Run 1, sequential cells colored by netlist name:
Other sequential cells in the stronger gray, the rest of the logic in the fainter gray.
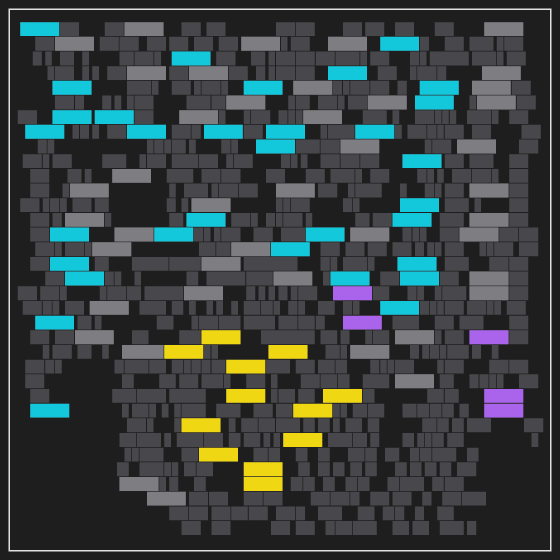
Run 1, clock wires, drivers and flops:
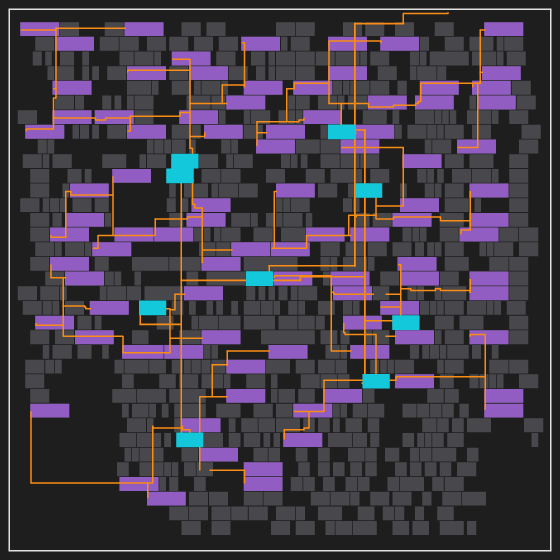
Run 1, I/O nets highlighted:
Scale bar: 20 um.
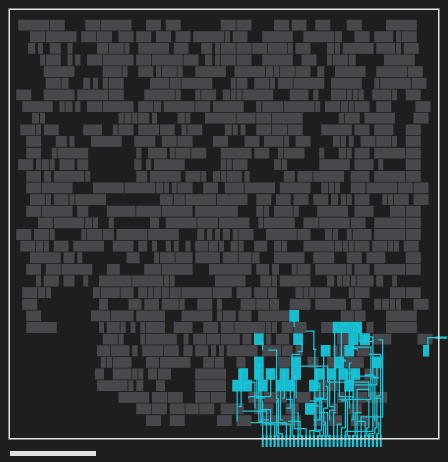
Run 1, the metal 1 layer:
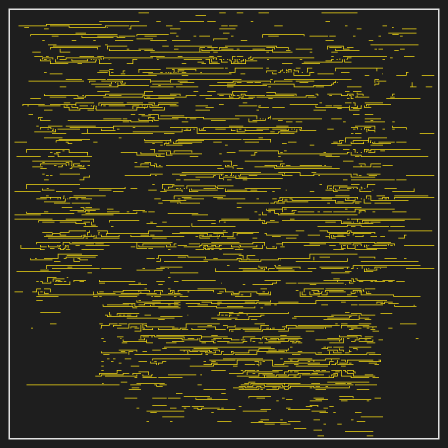
--- src/rtl/rf_pkg.sv ---
// Shared types for the register-file write-back controller.
// Register address/data types, load queue entry and the x0 constant.
package rf_pkg;

   localparam int RF_WIDTH = 32;
   localparam int RF_DEPTH = 32;
   localparam int RF_AW    = $clog2(RF_DEPTH);

   typedef logic [RF_AW-1:0]    rf_addr_t;
   typedef logic [RF_WIDTH-1:0] rf_data_t;

   typedef struct packed {
      rf_addr_t rd;
      logic     killed;
   } ld_entry_t;

   localparam rf_addr_t X0 = '0;

endpackage

--- src/rtl/rf_wb_ctrl_ld_queue.sv ---
// In-order outstanding-load FIFO with kill-all.
// Entries are kept compacted (slot 0 is the head) so the valid mask is a thermometer.
module rf_ld_queue
   import rf_pkg::*;
#(
   parameter int LD_PEND = 2
) (
   input  logic                clk,
   input  logic                rst,
   input  logic                push_i,
   input  rf_addr_t            push_rd_i,
   input  logic                pop_i,
   input  logic                kill_i,
   output ld_entry_t           head_o,
   output logic                empty_o,
   output logic                full_o,
   output ld_entry_t           ent_o [LD_PEND],
   output logic [LD_PEND-1:0]  vld_o
);

   localparam int CW = $clog2(LD_PEND + 1);

   ld_entry_t      ent_q [LD_PEND];
   ld_entry_t      ent_d [LD_PEND];
   logic [CW-1:0]  cnt_q;
   logic [CW-1:0]  cnt_d;

   // Pop shifts toward the head, kill marks survivors, push appends at the tail
   always_comb begin
      ent_d = ent_q;
      cnt_d = cnt_q;
      if (pop_i && cnt_q != '0) begin
         for (int i = 0; i < LD_PEND - 1; i++)
            ent_d[i] = ent_q[i+1];
         ent_d[LD_PEND-1] = '0;
         cnt_d = cnt_q - CW'(1);
      end
      if (kill_i) begin
         for (int i = 0; i < LD_PEND; i++)
            ent_d[i].killed = 1'b1;
      end
      if (push_i && int'(cnt_d) < LD_PEND) begin
         for (int i = 0; i < LD_PEND; i++) begin
            if (i == int'(cnt_d)) begin
               ent_d[i].rd     = push_rd_i;
               ent_d[i].killed = 1'b0;
            end
         end
         cnt_d = cnt_d + CW'(1);
      end
   end

   // Queue storage and occupancy
   always_ff @(posedge clk) begin
      if (rst) begin
         cnt_q <= '0;
         for (int i = 0; i < LD_PEND; i++)
            ent_q[i] <= '0;
      end else begin
         cnt_q <= cnt_d;
         ent_q <= ent_d;
      end
   end

   // Status and scoreboard view
   always_comb begin
      for (int i = 0; i < LD_PEND; i++)
         vld_o[i] = (i < int'(cnt_q));
   end

   assign ent_o   = ent_q;
   assign head_o  = ent_q[0];
   assign empty_o = (cnt_q == '0);
   assign full_o  = (cnt_q == CW'(LD_PEND));

endmodule

--- src/rtl/rf_wb_ctrl.sv ---
// Write-back controller: merges load responses, ALU skid and ALU requests onto one RF port.
// Optional macro RF_WB_BYPASS_EN makes the rf_* outputs combinational (latency 0).
module rf_wb_ctrl
   import rf_pkg::*;
#(
   parameter int WIDTH    = RF_WIDTH,
   parameter int DEPTH    = RF_DEPTH,
   parameter int DEPTHMSB = $clog2(DEPTH) - 1,
   parameter int LD_PEND  = 2
) (
   input  logic                clk,
   input  logic                rst,
   input  logic                alu_valid_i,
   output logic                alu_ready_o,
   input  logic [DEPTHMSB:0]   alu_rd_i,
   input  logic [WIDTH-1:0]    alu_wd_i,
   input  logic                ld_issue_i,
   output logic                ld_issue_ready_o,
   input  logic [DEPTHMSB:0]   ld_issue_rd_i,
   input  logic                ld_rsp_valid_i,
   input  logic [WIDTH-1:0]    ld_rsp_data_i,
   input  logic                flush_i,
   output logic                rf_we_o,
   output logic [DEPTHMSB:0]   rf_wa_o,
   output logic [WIDTH-1:0]    rf_wd_o,
   output logic                rf_wb_en_o,
   output logic [DEPTH-1:0]    sb_busy_o,
   output logic                ld_err_o
);

   logic                skid_v_q, skid_v_d;
   logic [DEPTHMSB:0]   skid_rd_q, skid_rd_d;
   logic [WIDTH-1:0]    skid_wd_q, skid_wd_d;
   logic [DEPTHMSB:0]   wa_q, wa_d;
   logic [WIDTH-1:0]    wd_q, wd_d;
   logic                err_q, err_d;

   ld_entry_t           q_head;
   ld_entry_t           q_ent [LD_PEND];
   logic [LD_PEND-1:0]  q_vld;
   logic                q_empty, q_full;

   logic                rsp_pop, alu_acc, q_push;
   logic                sel_ld, sel_skid, sel_alu;
   logic                wr_v, wr_kill;
   logic [DEPTHMSB:0]   wr_rd;
   logic [WIDTH-1:0]    wr_wd;
   logic                we_c;
   logic [DEPTHMSB:0]   wa_c;
   logic [WIDTH-1:0]    wd_c;

   assign rsp_pop = ld_rsp_valid_i & ~q_empty;
   assign alu_acc = alu_valid_i & ~skid_v_q & ~flush_i;
   assign q_push  = ld_issue_i & ~flush_i & (~q_full | rsp_pop);

   assign alu_ready_o      = ~skid_v_q;
   assign ld_issue_ready_o = ~q_full;

   rf_ld_queue #(.LD_PEND(LD_PEND)) u_ldq (
      .clk       (clk),
      .rst       (rst),
      .push_i    (q_push),
      .push_rd_i (ld_issue_rd_i),
      .pop_i     (rsp_pop),
      .kill_i    (flush_i),
      .head_o    (q_head),
      .empty_o   (q_empty),
      .full_o    (q_full),
      .ent_o     (q_ent),
      .vld_o     (q_vld)
   );

   // Priority select: load response, then skid, then fresh ALU request
   always_comb begin
      sel_ld   = rsp_pop;
      sel_skid = ~sel_ld & skid_v_q & ~flush_i;
      sel_alu  = ~sel_ld & ~skid_v_q & alu_acc;
      wr_v     = 1'b0;
      wr_kill  = 1'b0;
      wr_rd    = '0;
      wr_wd    = '0;
      unique case (1'b1)
         sel_ld: begin
            wr_v    = 1'b1;
            wr_rd   = q_head.rd;
            wr_wd   = ld_rsp_data_i;
            wr_kill = q_head.killed | flush_i;
         end
         sel_skid: begin
            wr_v  = 1'b1;
            wr_rd = skid_rd_q;
            wr_wd = skid_wd_q;
         end
         sel_alu: begin
            wr_v  = 1'b1;
            wr_rd = alu_rd_i;
            wr_wd = alu_wd_i;
         end
         default: ;
      endcase
      we_c = wr_v & ~wr_kill & (wr_rd != X0);
      wa_c = wa_q;
      wd_c = wd_q;
      if (wr_v) begin
         wa_c = we_c ? wr_rd : '0;
         wd_c = we_c ? wr_wd : '0;
      end
   end

   // Skid captures an accepted ALU request that lost arbitration
   always_comb begin
      skid_v_d  = skid_v_q;
      skid_rd_d = skid_rd_q;
      skid_wd_d = skid_wd_q;
      if (flush_i) begin
         skid_v_d = 1'b0;
      end else if (alu_acc && !sel_alu) begin
         skid_v_d  = 1'b1;
         skid_rd_d = alu_rd_i;
         skid_wd_d = alu_wd_i;
      end else if (sel_skid) begin
         skid_v_d = 1'b0;
      end
      wa_d  = wa_c;
      wd_d  = wd_c;
      err_d = ld_rsp_valid_i & q_empty;
   end

   // Skid, held write address/data and error pulse
   always_ff @(posedge clk) begin
      if (rst) begin
         skid_v_q  <= 1'b0;
         skid_rd_q <= '0;
         skid_wd_q <= '0;
         wa_q      <= '0;
         wd_q      <= '0;
         err_q     <= 1'b0;
      end else begin
         skid_v_q  <= skid_v_d;
         skid_rd_q <= skid_rd_d;
         skid_wd_q <= skid_wd_d;
         wa_q      <= wa_d;
         wd_q      <= wd_d;
         err_q     <= err_d;
      end
   end

   assign ld_err_o = err_q;

`ifdef RF_WB_BYPASS_EN
   assign rf_we_o    = we_c;
   assign rf_wb_en_o = we_c;
   assign rf_wa_o    = wa_c;
   assign rf_wd_o    = wd_c;
`else
   logic we_q, we_d;

   assign we_d = we_c;

   // Registered write enable
   always_ff @(posedge clk) begin
      if (rst) we_q <= 1'b0;
      else     we_q <= we_d;
   end

   assign rf_we_o    = we_q;
   assign rf_wb_en_o = we_q;
   assign rf_wa_o    = wa_q;
   assign rf_wd_o    = wd_q;
`endif

   // Scoreboard: destinations of live (not killed) queued loads
   always_comb begin
      sb_busy_o = '0;
      for (int i = 0; i < LD_PEND; i++) begin
         if (q_vld[i] && !q_ent[i].killed)
            sb_busy_o[q_ent[i].rd] = 1'b1;
      end
      sb_busy_o[0] = 1'b0;
   end

`ifndef SYNTHESIS
   a_alu_rd_not_busy: assert property (@(posedge clk) disable iff (rst)
      (alu_valid_i && alu_ready_o && !flush_i) |-> !sb_busy_o[alu_rd_i]);
`endif

endmodule

--- config.mk ---
export PLATFORM = sky130hd
export DESIGN_NAME = rf_wb_ctrl
export DESIGN_NICKNAME = d
export VERILOG_FILES = /design/src/rtl/rf_pkg.sv /design/src/rtl/rf_wb_ctrl_ld_queue.sv /design/src/rtl/rf_wb_ctrl.sv
export SDC_FILE = /design/constraint.sdc
export NUM_CORES = 1
export LEC_CHECK = 0
export CAP_MARGIN = 20
export CORE_MARGIN = 1
export CORE_UTILIZATION = 46
export DETAILED_ROUTE_END_ITERATION = 7
export GPL_TIMING_DRIVEN = 0
export PLACE_DENSITY = 0.77
export REMOVE_ABC_BUFFERS = 1
export SYNTH_ARGS = -nofsm -noshare
export SYNTH_HDL_FRONTEND = slang
export SYNTH_HIERARCHICAL = 1
export SYNTH_SLANG_ARGS = --single-unit
--- constraint.sdc ---
create_clock -name clk -period 3.7 [get_ports clk]
set_input_delay 1.11 -clock clk [delete_from_list [all_inputs] [get_ports clk]]
set_output_delay 1.11 -clock clk [all_outputs]
set_load 0.02 [all_outputs]
==> flow_metrics.rpt, run 1 <==
=== SYNTHESIS / PLACE & ROUTE SUMMARY ===
----------------------------------------------------
[Outcome]
  Outcome ........................ complete, no violations

[Timing]
  Post-route setup slack ........................ ~0.13 ns

[Synthesis]
  Compound Share, Synth ........................ between 20 and 30%
  Dominant kind of combinational cell ........................ AND-OR/OR-AND gates
  Syn. warnings ........................ 6
  Number of enable-type register cells in the synthesized netlist ........................ 0
  Number of unique standard cell types used by synthesis ........................ about 46
  Adder and majority gate portion of the synthesized area ........................ 1.413%

[Layout]
  Post-route design area ........................ about 6000 um2
  Non-clock buffers ........................ 159
  Multi-input gate share of the layout cell area ........................ a little under two fifths
  Area of the multi-input gates ........................ ~2300 um2
  Layout cells sized above 1 ........................ 12.04%
  Cell kind with the greatest summed area ........................ combinational gates
  Sequential portion of the cell area ........................ 29.74%
  Signal buffers share of area ........................ a little over a quarter

[Clock tree]
  # Post-CTS Setup Buffers ........................ 0
  # H-tree levels ........................ 3
  Clock transition at the registers of the reported paths ........................ 0.09 ns
  Clock root buffer master ........................ clkbuf_8

[Place]
  Routability congestion estimate from global placement ........................ roughly 0.85
  Post-DP Area ........................ around 5900 um2
  Placed cells ........................ 742

[Power and ir drop]
  Pwr dens ........................ a little under 400 nW/um2
  Biggest power consumer among the groups ........................ sequential cells
  Highest ir drop seen on vdd ........................ between 0.2 and 0.25 mV

[Global routing]
  Largest net degree at the start of global routing ........................ ~49
  Met1 global-route usage ........................ about a third
  Antenna violations before repair ........................ 0

[Worst setup path]
  Launch point of the worst reg-to-reg path ........................ u_ldq/cnt_q[1]
  Cell type group with the largest total delay on the critical path ........................ simple AND/OR/NAND/NOR gates

[Run]
  Max-cap violation count ........................ 0

[Route]
  Met1 WL ........................ 5281 um
  Number of search-and-repair iterations in the first detailed-routing pass ........................ 6

[Worst hold path]
  Hold path cells ........................ 2
  Min-delay src ........................ skid_wd_q[10]

[Floorplanning]
  Well-tap cell count ........................ ~130
  I/O pin cnt ........................ 154
  Die area ........................ about 10000 um2

----------------------------------------------------
## Picture notes: 'sequential cells colored by netlist name'
[skid_wd_q] cyan | placed flops: 32
[rf_wa_o] purple | placed flops: 5 | where: east
[u_ldq/ent_o] yellow | placed flops: 12 | where: south
not colored: 42

## Picture notes: 'clock wires, drivers and flops'
[flip-flops] purple | count: 91
[clock drivers] cyan | count: 9
[clock wires] orange | length: 1030 um
routed clock nets: 10
flops lie: widely spread
Max Clock Skew: 0.01334 ns
clock group share of total power: 25.8%
clock insertion delay at the later pin of the skew report: 0.36 ns

## Picture notes: 'I/O nets highlighted'
[sb_busy_o] cyan | bits: 32 | direction: output | end cells: 32 | buffers: 31 | wire: 695 um

## Picture notes: 'the metal 1 layer'
wire length on this layer: 5280 um
nets with wire on the layer: 644
longest straight run: 24.8 um
main direction: horizontal

Run 1, routing congestion:
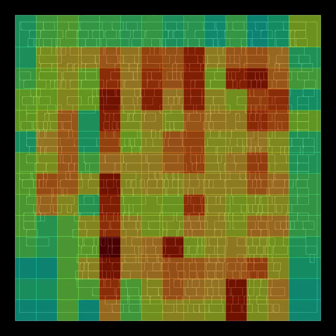

==> run 2, diff against run 1 <==
--- a/config.mk
+++ b/config.mk
@@ -12,6 +12,7 @@
 export GPL_TIMING_DRIVEN = 0
 export PLACE_DENSITY = 0.77
 export REMOVE_ABC_BUFFERS = 1
+export SLEW_MARGIN = 25
 export SYNTH_ARGS = -nofsm -noshare
 export SYNTH_HDL_FRONTEND = slang
 export SYNTH_HIERARCHICAL = 1
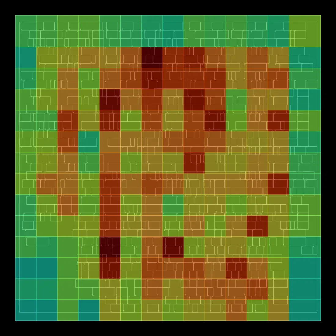
Run 2: routing congestion
met1 global-route usage: 32.13%
global-route met2 utilization: 45.09%
global-route usage over all layers: 26.13%

==> flow_metrics.rpt, run 2 <==
=== SYNTHESIS / PLACE & ROUTE SUMMARY ===
----------------------------------------------------
[Synthesis]
  Multiplexer share of the synthesized area ........................ between 1.5 and 2%
  Syn. warnings ........................ 6 (unchanged)
  Post-synth top area share ........................ a little over 40%
  Dominant kind of combinational cell ........................ AND-OR/OR-AND gates
  Compound Share, Synth ........................ 28.83% (unchanged)
  Number of unique standard cell types used by synthesis ........................ 46 (unchanged)
  Cell count in the Yosys report ........................ 508
  Adder and majority gate portion of the synthesized area ........................ 1.413% (unchanged)
  Number of enable-type register cells in the synthesized netlist ........................ 0 (unchanged)

[Timing]
  Max Clock Skew ........................ 0.01465 ns (+0.001318 ns)
  Post-route setup slack ........................ 0.1064 ns (-0.02176 ns)
  Maximum frequency from static timing analysis ........................ 278.3 MHz

[Floorplanning]
  Die area ........................ 10020 um2 (unchanged)
  Well-tap cell count ........................ 129 (unchanged)

[Place]
  Post-DP Area ........................ 5995 um2 (+0.80%)
  Placed cells ........................ 745 (+0.40%)
  Routability congestion estimate from global placement ........................ 0.8536 (unchanged)

[Outcome]
  Outcome ........................ complete, no violations

[Worst setup path]
  Length in cells of the worst reg-to-reg path ........................ 10
  Cell type group with the largest total delay on the critical path ........................ buffers and inverters
  Launch point of the worst reg-to-reg path ........................ u_ldq/cnt_q[1]

[Layout]
  Layout cells sized above 1 ........................ 12.32% (+0.28 points)
  Non-clock buffers ........................ 160 (+0.63%)
  Commonest cells after routing, fill and taps aside ........................ clkdlybuf4s50_1 (128), nand2_1 (119), dfxtp_1 (90)
  Post-route design area ........................ 6188 um2 (+0.96%)
  Area of the multi-input gates ........................ 2352 um2 (+0.91%)
  Cell kind with the greatest summed area ........................ combinational gates
  Signal buffers share of area ........................ 26.43% (+0.24 points)
  Sequential portion of the cell area ........................ 29.46% (-0.28 points)
  Multi-input gate share of the layout cell area ........................ 38.01% (about the same)

[Worst hold path]
  Hold path cells ........................ 2 (unchanged)
  Min-delay src ........................ skid_wd_q[11]
  Endpoint of the worst hold-timing path ........................ skid_wd_q[11]

[Power and ir drop]
  Highest ir drop seen on vdd ........................ 0.1944 mV (-6.9%)
  Clock group share of total power ........................ 25.8% (about the same)
  Biggest power consumer among the groups ........................ sequential cells

[Route]
  Number of search-and-repair iterations in the first detailed-routing pass ........................ 6 (unchanged)
  Number of remaining DRC errors ........................ 0
  Met1 WL ........................ 5506 um (+4.3%)

[Clock tree]
  # H-tree levels ........................ 3 (unchanged)
  Clock root buffer master ........................ clkbuf_8
  # Post-CTS Setup Buffers ........................ 0 (unchanged)
  Clock insertion delay at the later pin of the skew report ........................ 0.37 ns (about the same)
  Clock transition at the registers of the reported paths ........................ 0.09 ns (about the same)
  Number of gates resized after CTS ........................ 20

[Global routing]
  Global-route wire length before repair ........................ approximately 21000 um
  Largest net degree at the start of global routing ........................ 49 (unchanged)
  Antenna violations before repair ........................ 0 (unchanged)

[Run]
  Max-cap violation count ........................ 0 (unchanged)

----------------------------------------------------
Run 2, sequential cells colored by netlist name:
Other sequential cells in the stronger gray, the rest of the logic in the fainter gray.
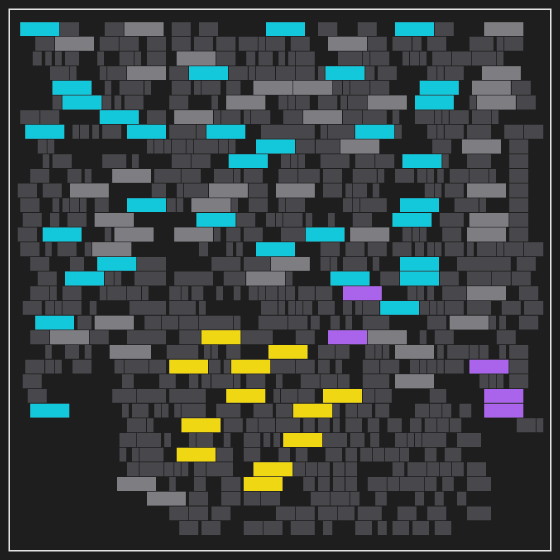

==> run 3, diff against run 2 <==
--- a/config.mk
+++ b/config.mk
@@ -7,10 +7,12 @@
 export LEC_CHECK = 0
 export CAP_MARGIN = 20
 export CORE_MARGIN = 1
-export CORE_UTILIZATION = 46
+export CORE_UTILIZATION = 41
+export CTS_BUF_LIST = sky130_fd_sc_hd__clkbuf_16
 export DETAILED_ROUTE_END_ITERATION = 7
+export GPL_ROUTABILITY_DRIVEN = 0
 export GPL_TIMING_DRIVEN = 0
-export PLACE_DENSITY = 0.77
+export PLACE_DENSITY = 0.73
 export REMOVE_ABC_BUFFERS = 1
 export SLEW_MARGIN = 25
 export SYNTH_ARGS = -nofsm -noshare
==> constraint.sdc (replaced) <==
create_clock -name clk -period 3.1 [get_ports clk]
set_input_delay 0.93 -clock clk [delete_from_list [all_inputs] [get_ports clk]]
set_output_delay 0.93 -clock clk [all_outputs]
set_load 0.02 [all_outputs]
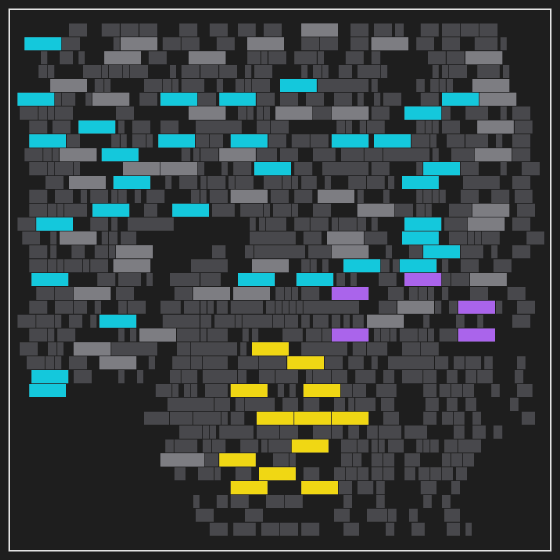
Run 3: sequential cells colored by netlist name
Other sequential cells in the stronger gray, the rest of the logic in the fainter gray.
[u_ldq/ent_o] yellow | placed flops: 12 | where: south
[rf_wa_o] purple | placed flops: 5 | where: east
[skid_wd_q] cyan | placed flops: 32
FF/Latch Area: 1826 um2
sequential portion of the cell area: 28.60%
Seq group: 0.00131 W
final core utilization: 61.27%

==> flow_metrics.rpt, run 3 <==
=== SYNTHESIS / PLACE & ROUTE SUMMARY ===
----------------------------------------------------
[Synthesis]
  Cell count in the Yosys report ........................ 508 (unchanged)
  Syn. warnings ........................ 6 (unchanged)
  Dominant kind of combinational cell ........................ AND-OR/OR-AND gates
  Post-synth top area share ........................ 41.15% (unchanged)
  Number of enable-type register cells in the synthesized netlist ........................ 0 (unchanged)

[Route]
  Number of remaining DRC errors ........................ 0 (unchanged)
  Number of search-and-repair iterations in the first detailed-routing pass ........................ 8 (+2)

[Outcome]
  Outcome ........................ complete, no violations

[Global routing]
  Met1 global-route usage ........................ 29.50% (-2.6 points)
  Antenna violations before repair ........................ 0 (unchanged)
  Largest net degree at the start of global routing ........................ 39 (-20%)
  Global-route usage over all layers ........................ 24.46% (-1.7 points)

[Timing]
  Max Clock Skew ........................ 0.009183 ns (-0.005471 ns)
  Post-route setup slack ........................ 0.06084 ns (-0.04559 ns)

[Layout]
  Layout cells sized above 1 ........................ 17.73% (+5.4 points)

[Worst hold path]
  Endpoint of the worst hold-timing path ........................ rf_wd_o[9]
  Min-delay src ........................ rf_wd_o[9]

[Clock tree]
  Clock insertion delay at the later pin of the skew report ........................ 0.34 ns (-0.03 ns)
  # Post-CTS Setup Buffers ........................ 4 (+4)
  # H-tree levels ........................ 3 (unchanged)
  Number of gates resized after CTS ........................ 97 (+390%)

[Floorplanning]
  Die area ........................ 11220 um2 (+12%)

[Power and ir drop]
  Biggest power consumer among the groups ........................ sequential cells

[Worst setup path]
  Launch point of the worst reg-to-reg path ........................ u_ldq/cnt_q[1]
  Cell type group with the largest total delay on the critical path ........................ buffers and inverters

----------------------------------------------------
No activity file was given, so power comes from the tool's default toggle rates.
